[src/rtl/cpu_pkg.sv]
// rtl/cpu_pkg.sv - shared CPU defaults and the queue occupancy-width helper
package cpu_pkg;

  localparam int          WORD_SIZE_DEF = 16;
  localparam int unsigned RESET_PC_DEF  = 0;

  // Counter width able to hold every value from 0 up to and including depth.
  function automatic int occ_width(input int depth);
    return $clog2(depth + 1);
  endfunction

endpackage

[src/rtl/prefetch_fifo.sv]
// rtl/prefetch_fifo.sv - instruction queue storage, pointers and occupancy count
module prefetch_fifo
  import cpu_pkg::*;
#(
  parameter int WIDTH = 32,
  parameter int DEPTH = 4
) (
  input  logic                        clk,
  input  logic                        reset_n,
  input  logic                        push,
  input  logic [WIDTH-1:0]            push_data,
  input  logic                        pop,
  input  logic                        flush,
  output logic [WIDTH-1:0]            head_data,
  output logic [occ_width(DEPTH)-1:0] count,
  output logic                        empty,
  output logic                        full
);

  localparam int PW = $clog2(DEPTH);
  localparam int CW = occ_width(DEPTH);

  logic [WIDTH-1:0] mem [DEPTH];
  logic [PW-1:0]    rd_ptr;
  logic [PW-1:0]    wr_ptr;
  logic             do_push;
  logic             do_pop;

  assign empty   = (count == '0);
  assign full    = (count == CW'(DEPTH));
  assign do_push = push & ~full & ~flush;
  assign do_pop  = pop & ~empty & ~flush;

  // Pointers are exactly log2(DEPTH) wide, so increments wrap modulo DEPTH.
  always_ff @(posedge clk or negedge reset_n) begin
    if (!reset_n) begin
      rd_ptr <= '0;
      wr_ptr <= '0;
      count  <= '0;
    end else if (flush) begin
      rd_ptr <= '0;
      wr_ptr <= '0;
      count  <= '0;
    end else begin
      if (do_push) wr_ptr <= wr_ptr + PW'(1);
      if (do_pop)  rd_ptr <= rd_ptr + PW'(1);
      if (do_push && !do_pop)      count <= count + CW'(1);
      else if (do_pop && !do_push) count <= count - CW'(1);
    end
  end

  always_ff @(posedge clk) begin
    if (do_push) mem[wr_ptr] <= push_data;
  end

  assign head_data = empty ? '0 : mem[rd_ptr];

endmodule

[src/rtl/prefetch_unit.sv]
// rtl/prefetch_unit.sv - instruction prefetch: fetch PC, request control, queue and counters
module prefetch_unit
  import cpu_pkg::*;
#(
  parameter int                   WORD_SIZE = WORD_SIZE_DEF,
  parameter int                   DEPTH     = 4,
  parameter logic [WORD_SIZE-1:0] RESET_PC  = WORD_SIZE'(RESET_PC_DEF)
) (
  input  logic                        clk,
  input  logic                        reset_n,
  output logic                        readM1,
  output logic [WORD_SIZE-1:0]        address1,
  input  logic [WORD_SIZE-1:0]        data1,
  input  logic                        mem_ready,
  output logic [WORD_SIZE-1:0]        id_instr,
  output logic [WORD_SIZE-1:0]        id_pc1,
  output logic                        id_valid,
  input  logic                        id_stall,
  input  logic                        redirect,
  input  logic [WORD_SIZE-1:0]        redirect_pc,
  input  logic                        halt,
  output logic [occ_width(DEPTH)-1:0] occupancy,
  output logic [WORD_SIZE-1:0]        num_fetch,
  output logic [WORD_SIZE-1:0]        num_flush
);

  logic [WORD_SIZE-1:0]   fetch_pc;
  logic [2*WORD_SIZE-1:0] head_data;
  logic                   empty;
  logic                   full;
  logic                   fetch;
  logic                   pop;

  // No id_stall term here: the request depends only on registered fullness.
  assign readM1   = ~full & ~halt & ~redirect;
  assign fetch    = readM1 & mem_ready;
  assign address1 = fetch_pc;
  assign id_valid = ~empty & ~redirect;
  assign pop      = id_valid & ~id_stall;
  assign id_instr = head_data[2*WORD_SIZE-1:WORD_SIZE];
  assign id_pc1   = head_data[WORD_SIZE-1:0];

  prefetch_fifo #(
    .WIDTH (2 * WORD_SIZE),
    .DEPTH (DEPTH)
  ) u_fifo (
    .clk       (clk),
    .reset_n   (reset_n),
    .push      (fetch),
    .push_data ({data1, fetch_pc + WORD_SIZE'(1)}),
    .pop       (pop),
    .flush     (redirect),
    .head_data (head_data),
    .count     (occupancy),
    .empty     (empty),
    .full      (full)
  );

  always_ff @(posedge clk or negedge reset_n) begin
    if (!reset_n) begin
      fetch_pc  <= RESET_PC;
      num_fetch <= '0;
      num_flush <= '0;
    end else if (redirect) begin
      fetch_pc  <= redirect_pc;
      num_flush <= num_flush + WORD_SIZE'(occupancy);
    end else if (fetch) begin
      fetch_pc  <= fetch_pc + WORD_SIZE'(1);
      num_fetch <= num_fetch + WORD_SIZE'(1);
    end
  end

endmodule
[config.mk]
export PLATFORM = sky130hd
export DESIGN_NAME = prefetch_unit
export DESIGN_NICKNAME = d
export VERILOG_FILES = /design/src/rtl/cpu_pkg.sv /design/src/rtl/prefetch_fifo.sv /design/src/rtl/prefetch_unit.sv
export SDC_FILE = /design/constraint.sdc
export NUM_CORES = 1
export LEC_CHECK = 0
export CORE_UTILIZATION = 58
export DETAILED_ROUTE_END_ITERATION = 7
export PLACE_DENSITY_LB_ADDON = 0.08
export SYNTH_ARGS = -nofsm -noshare
export SYNTH_HDL_FRONTEND = slang
export SYNTH_SLANG_ARGS = --single-unit
[constraint.sdc]
create_clock -name clk -period 3.9 [get_ports clk]
set_clock_uncertainty 0.1 [all_clocks]
set_input_delay 0.78 -clock clk [delete_from_list [all_inputs] [get_ports clk]]
set_output_delay 0.78 -clock clk [all_outputs]
set_load 0.01 [all_outputs]
==> summary.txt, run 1 <==
flow finished, numbers: IO Count=between 100 and 150, Main logic family=simple AND/OR/NAND/NOR gates, Max-cap violations=0, total negative slack=0 ps, CP required=roughly 3000 ps, Filler Cell Count=around 900, met2 Track Usage GR=between 30% and 40%, clock buffer depth=2, 1st-iter DRT viols=351, Sw Ratio=about 29%, yosys aoi share=between 3 and 4%, synth warn=0, Hold Path Sink=num_fetch[15], buffers added on ports=roughly 120, Flop pwr share=about two fifths, Peak Freq=between 200 and 300 MHz, n_taps=176, cell total in the yosys stat output=roughly 530, CTS tree=built, detailed-route DRC error count=0, Initial Util=roughly three fifths, slowest CP cell=dfrtp_1, n_diodes=0, vias in the first global route=4927, post-CTS sizing=0, logic area=2600 µm², PwrDens=slightly below 600 nW/µm², CP delay by family, top=buffers and inverters, Synth top cell by count=edfxtp_1, Worst setup EP type=output pin, Cell Int Power=roughly 4.2 mW, global route total overflow=0, maximum fanout along the worst path=23, r2r endpoint=u_fifo.count[2], Slew Limit Headroom=a little over a third, top cells by count=edfxtp_1 (128), dfrtp_1 (55), nor2b_1 (34), Cell Type Count=around 50, pin slew with the least headroom to its limit=~960 ps, most instantiated logic cell after routing=edfxtp_1, Routed Antenna Nets=0, XOR/XNOR Area Share=approximately 5.3%, Cells after Synth=527, row cnt=42, initial antenna violation count=0, clk slew on worst S/H paths=~60 ps, buffer share of cell area=about 14%, combinational group power=around 1.8 mW, Worst Path Arrival=roughly 2600 ps, most used routing layer in global routing=met2, Seq/Total Area, Yosys=around two thirds, Root Buffer=clkbuf_16, total power=5.88 mW, max reg flops=128, ys async rst share=about 30%, first-pass GRT wire length=roughly 26 mm, outcome=finished clean, final setup violation count=0, grt met1 use=32.7%, average cell area after synthesis=roughly 15 µm², number of hold buffers added after cts=0, Final HPWL DP=between 10 and 15 mm, Post-synth EDFFs=between 100 and 150, logic share of the area=approximately 26%, syn nets=between 500 and 600, Die Wd=between 100 and 150 µm, Logic pwr share=between 30% and 40%, Setup crit start kind=flip-flop, met1 wire length=approximately 7 mm, Sw Pwr=roughly 1.7 mW, post-synth top area cell=edfxtp_1, Clk pwr share=about 28%, die height=around 120 µm, worst skew pair latency=roughly 420 ps, gpl congestion=between 0.8 and 0.9, critical path class=flip-flop to output pin, worst min-delay path category=flip-flop to flip-flop, Hold Slack=between 300 and 400 ps, Clock-cell share=approximately 5.6%, P_leak=about 3.6 nW, fin. max-slew vios=0, multi-input gates=305, unrepaired setup endpoints after global routing=false, wire length per cell=between 15 and 20 µm, FF-to-FF Start=u_fifo.count[0], Clk power=between 1.5 and 2 mW, H-Tree Depth=4, Buf+Inv Stages, Crit Path=2, Area growth syn-to-layout=25.5%, Area-dominant class=flip-flops and latches, Max-area cell share=slightly below 50%, inverters=15, Hold Crit Depth=1, maximum vdd drop=approximately 0.00047 V, Vias/cell=about 5.8, Min-Delay Startpoint=num_fetch[15], area figure in the yosys stat output=7990 µm², setup bufs post-CTS=0, FF-to-FF setup slack=1160 ps, GRT met3 Usage=5.65%, count of plain and timing-repair buffers=approximately 130, Simple-Gate Area Share=between 10 and 15%, most frequent cells in the layout=edfxtp_1 (128), clkdlybuf4s50_1 (121), dfrtp_1 (54), nor2b_1 (34), mux4_2 (32), slowest cell delay on critical path=between 600 and 700 ps, final hold viol count=0, Reg with most FFs=u_fifo.mem, ys flop type=edfxtp_1
-- run 1: metrics by stage --
stage / setup WS [ps] / area, µm² / cells
global route: 321 / 10000 / 843
detailed placement: 697 / 9460 / 812
finish: 448 / 10000 / 843
floorplan: 947 / 7990 / 527
CTS: 383 / 10000 / 843
global placement: 743 / 9460 / 812
-- run 1: worst max path at each step --
stage                                   to             start  depth (start not counted)
after global placement       num_flush[15]          redirect                          7
after detailed placement     num_flush[15]          redirect                          7
after CTS                        id_pc1[6]  u_fifo.rd_ptr[1]                          4
after global routing             id_pc1[6]  u_fifo.rd_ptr[0]                          4
final                            id_pc1[6]  u_fifo.rd_ptr[1]                          4
after floorplan           u_fifo.mem[0][0]          redirect                          6
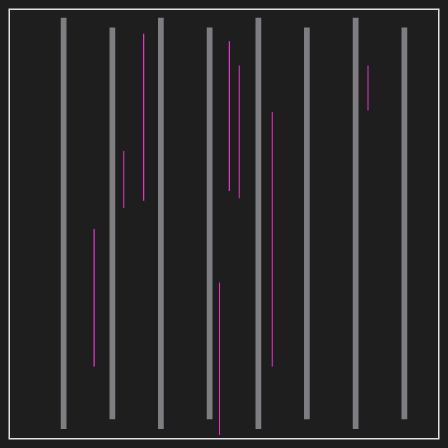
Run 1: M4 wires
Supply wires on this layer in gray.
main direction	vertical
wire length on this layer	303 µm
longest straight run	70.7 µm
final wirelength: 16.0 mm
vias: 4871

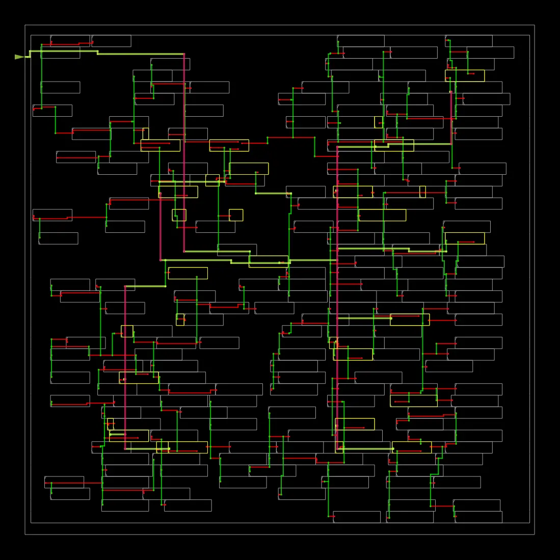
Run 1: clock nets
clock buf count: 18
CTS Sinks: 183
CTS Buf Count: 17

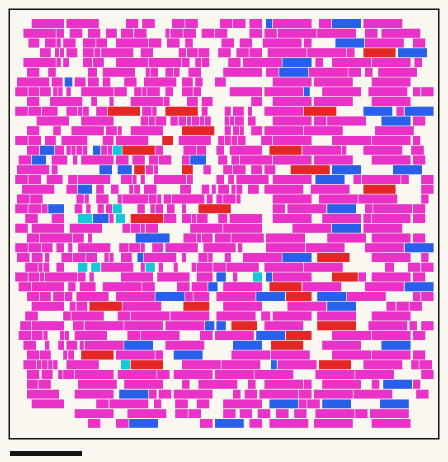
Run 1: cell sizes after repair
The bar under the picture is 20 µm long.
color	size	cells
blue	drive 2	52
magenta	drive 1 or less	579
cyan	drive 3 to 4	9
red	drive 6 and up	27

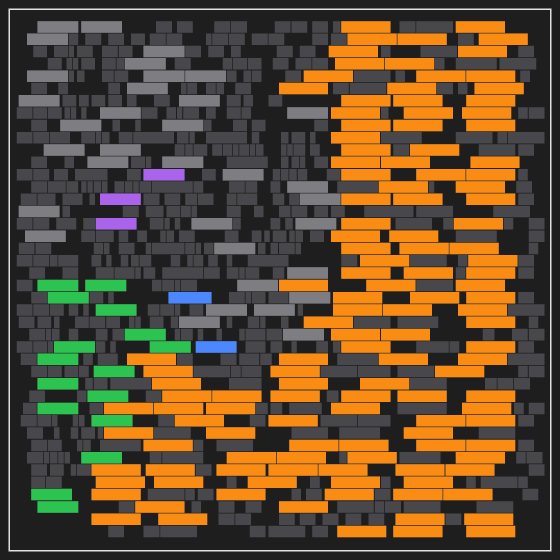
Run 1: sequential cells grouped by signal name
Other sequential cells in the stronger gray, the rest of the logic in the fainter gray.
color	signal	sequential cells
orange	u_fifo.mem	128
purple	u_fifo.count	3
blue	u_fifo.rd_ptr	2
green	num_fetch	16
sequential cell area: 5220 µm²
Power Sequential: 2.44 mW
fraction of area in registers: 52.1%
Final Util: 75.1%

--- run 2 (diff from run 1) ---
--- a/config.mk
+++ b/config.mk
@@ -5,6 +5,7 @@
 export SDC_FILE = /design/constraint.sdc
 export NUM_CORES = 1
 export LEC_CHECK = 0
+export ABC_AREA = 1
 export CORE_UTILIZATION = 58
 export DETAILED_ROUTE_END_ITERATION = 7
 export PLACE_DENSITY_LB_ADDON = 0.08
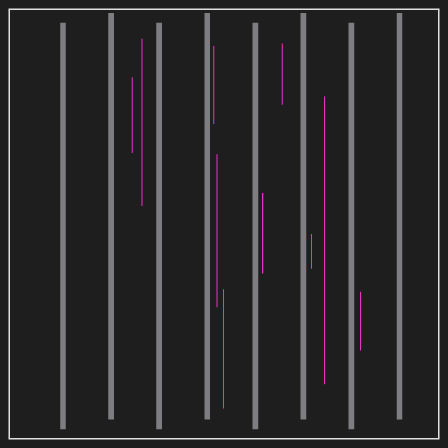
Run 2: M4 wires
Supply wires on this layer in gray.
wire length on this layer	312 µm
main direction	vertical
longest straight run	80.9 µm
nets with wire on the layer	8
final wirelength: 18.1 mm
vias: 6182

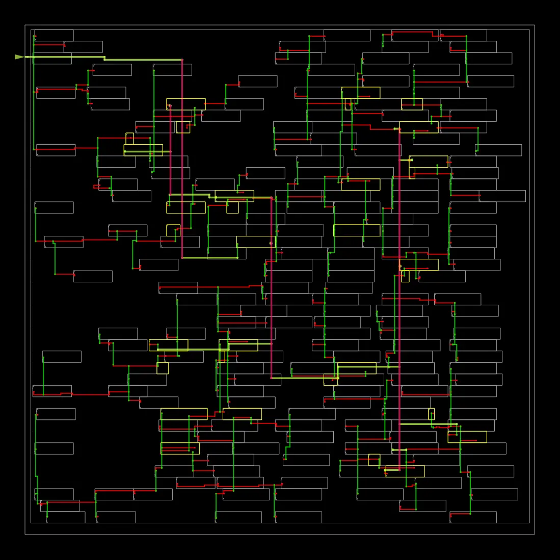
Run 2: clock nets
worst skew pair latency: 430 ps
Clk power: 1.67 mW
flop count: 183
clock buf count: 21

==> run 2 against run 1 <==
Against the previous run:
- combinational power up 19%
- sequential share of layout area fell by 0.85 points
- synthesized cell count rose by 54%
- via count grew 27%
- die size is 2.4% higher
==> summary.txt, run 2 <==
flow finished, numbers: pre-CTS WS=683 ps (-14.3 ps), wire length per cell=16.1 µm (-15%), Worst setup EP type=output pin, most instantiated logic cell after routing=nor2_1, detailed-route DRC error count=0 (unchanged), PwrDens=613 nW/µm² (+4.4%), multi-input gates=536 (+76%), Buf+Inv Stages, Crit Path=2 (unchanged), slowest CP cell=inv_1, Routed Antenna Nets=0 (unchanged), Clk pwr share=26.8% (-1.1 points), r2r endpoint=u_fifo.count[2], fin. max-slew vios=0 (unchanged), Post-synth EDFFs=128 (unchanged), n_taps=180 (+2.3%), most used routing layer in global routing=met2, placed inst area=9610 µm² (+1.6%), initial antenna violation count=0 (unchanged), synth warn=0 (unchanged), outcome=finished clean, Area-dominant class=flip-flops and latches, CTS Buf Count=17 (unchanged), Max-area cell share=47.0% (-1.2 points), cell total in the yosys stat output=809 (+54%), crit path launch=u_fifo.rd_ptr[1], Vias/cell=5.50 (-4.7%), most frequent cells in the layout=nor2_1 (159), nand2_1 (140), edfxtp_1 (128), clkdlybuf4s50_1 (121), o21ai_0 (80), CTS Sinks=183 (unchanged), worst min-delay path category=input pin to async pin, slowest cell delay on critical path=850 ps (+180 ps), buffer share of cell area=12.9% (-0.64 points), CTS tree=built, final setup violation count=0 (unchanged), met2 Track Usage GR=44.9% (+5.0 points), Design Area, Final=10200 µm² (+1.7%), Initial Util=59.2% (-0.63 points), Cell Type Count=31 (-38%), vias in the first global route=6054 (+23%), Levels on crit path=5 (+1), gpl congestion=0.908 (+8.3%), Filler Cell Count=965 (+10%), ys async rst share=30.1% (unchanged), fraction of area in registers=51.3% (-0.85 points), GRT met3 Usage=5.85% (+0.20 points), pin slew with the least headroom to its limit=1180 ps (+223 ps), Cells after Synth=809 (+54%), logic area=2630 µm² (+1.1%), FF-to-FF Start=u_fifo.count[2], H-Tree Depth=4 (unchanged), Root Buffer=clkbuf_16, unrepaired setup endpoints after global routing=false, number of hold buffers added after cts=0 (unchanged), Area growth syn-to-layout=24.5%, inverters=58 (+43), Final Util=73.7% (-1.4 points), die height=121 µm (+1.2%), grt met1 use=32.9% (+0.19 points), CP required=3020 ps (about the same), top cells by count=nor2_1 (163), nand2_1 (140), edfxtp_1 (128), final hold viol count=0 (unchanged), Sw Ratio=32.8% (+4.0 points), clock buffer depth=2 (unchanged), Die Wd=121 µm (+1.2%), Max-cap violations=0 (unchanged), CP delay by family, top=buffers and inverters, 1st-iter DRT viols=520 (+48%), Reg with most FFs=u_fifo.mem, area figure in the yosys stat output=8190 µm² (+2.5%), first-pass GRT wire length=29.2 mm (+12%), global route total overflow=0 (unchanged), combinational group power=2.14 mW (+19%), setup bufs post-CTS=0 (unchanged), maximum fanout along the worst path=32 (+39%), sequential cell area=5220 µm² (unchanged), average cell area after synthesis=10.1 µm² (-33%), Cell Int Power=4.20 mW (+0.18%), Seq/Total Area, Yosys=63.8% (-1.6 points), maximum vdd drop=0.000385 V (-18%), Sw Pwr=2.04 mW (+21%), Layout Cells excl Fill=1123 (+33%), Clock-cell share=5.63% (+0.056 points), ys flop type=edfxtp_1, Peak Freq=289 MHz (about the same), clk slew on worst S/H paths=70 ps (about the same), Power Sequential=2.43 mW (about the same), Final HPWL DP=11.6 mm (+8.8%), critical path class=flip-flop to output pin, FF-to-FF setup slack=1710 ps (+550 ps), Logic pwr share=34.3% (+3.7 points), P_leak=3.96 nW (+9.5%), Synth top cell by count=nor2_1
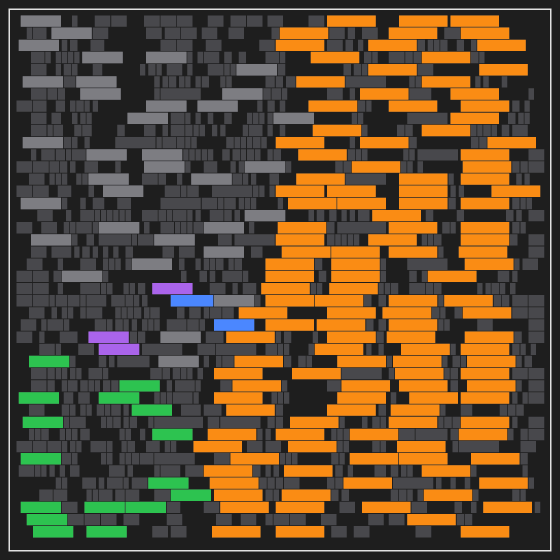
Run 2: sequential cells grouped by signal name
Other sequential cells in the stronger gray, the rest of the logic in the fainter gray.
color	signal	sequential cells
purple	u_fifo.count	3
blue	u_fifo.rd_ptr	2
orange	u_fifo.mem	128
green	num_fetch	16

[run 2: worst reg2reg max path: stages, from the launching register on]
cell and delay (ps):
dfrtp_1 460, inv_1 60, nand2_1 80, nand3b_1 190
nand2_1 220, inv_1 80, fa_1 390, xnor2_1 180
inv_1 60, nand2_1 70, nand2_1 60, nand3_1 70
nand2_1 50
[run 2: logic make-up after synthesis]
| kind of cell | Yosys count | share of synthesized area [%] |
|---|---|---|
| AND-OR/OR-AND | 123 | 7.75 |
| XOR/XNOR | 30 | 3.21 |
| adder cells (fa/ha/maj) | 11 | 1.86 |
| buffers and inverters | 90 | 4.45 |
| flip-flops | 183 | 63.8 |
| AND/OR/NAND/NOR | 372 | 19.0 |
No activity file was given, so power comes from the tool's default toggle rates.
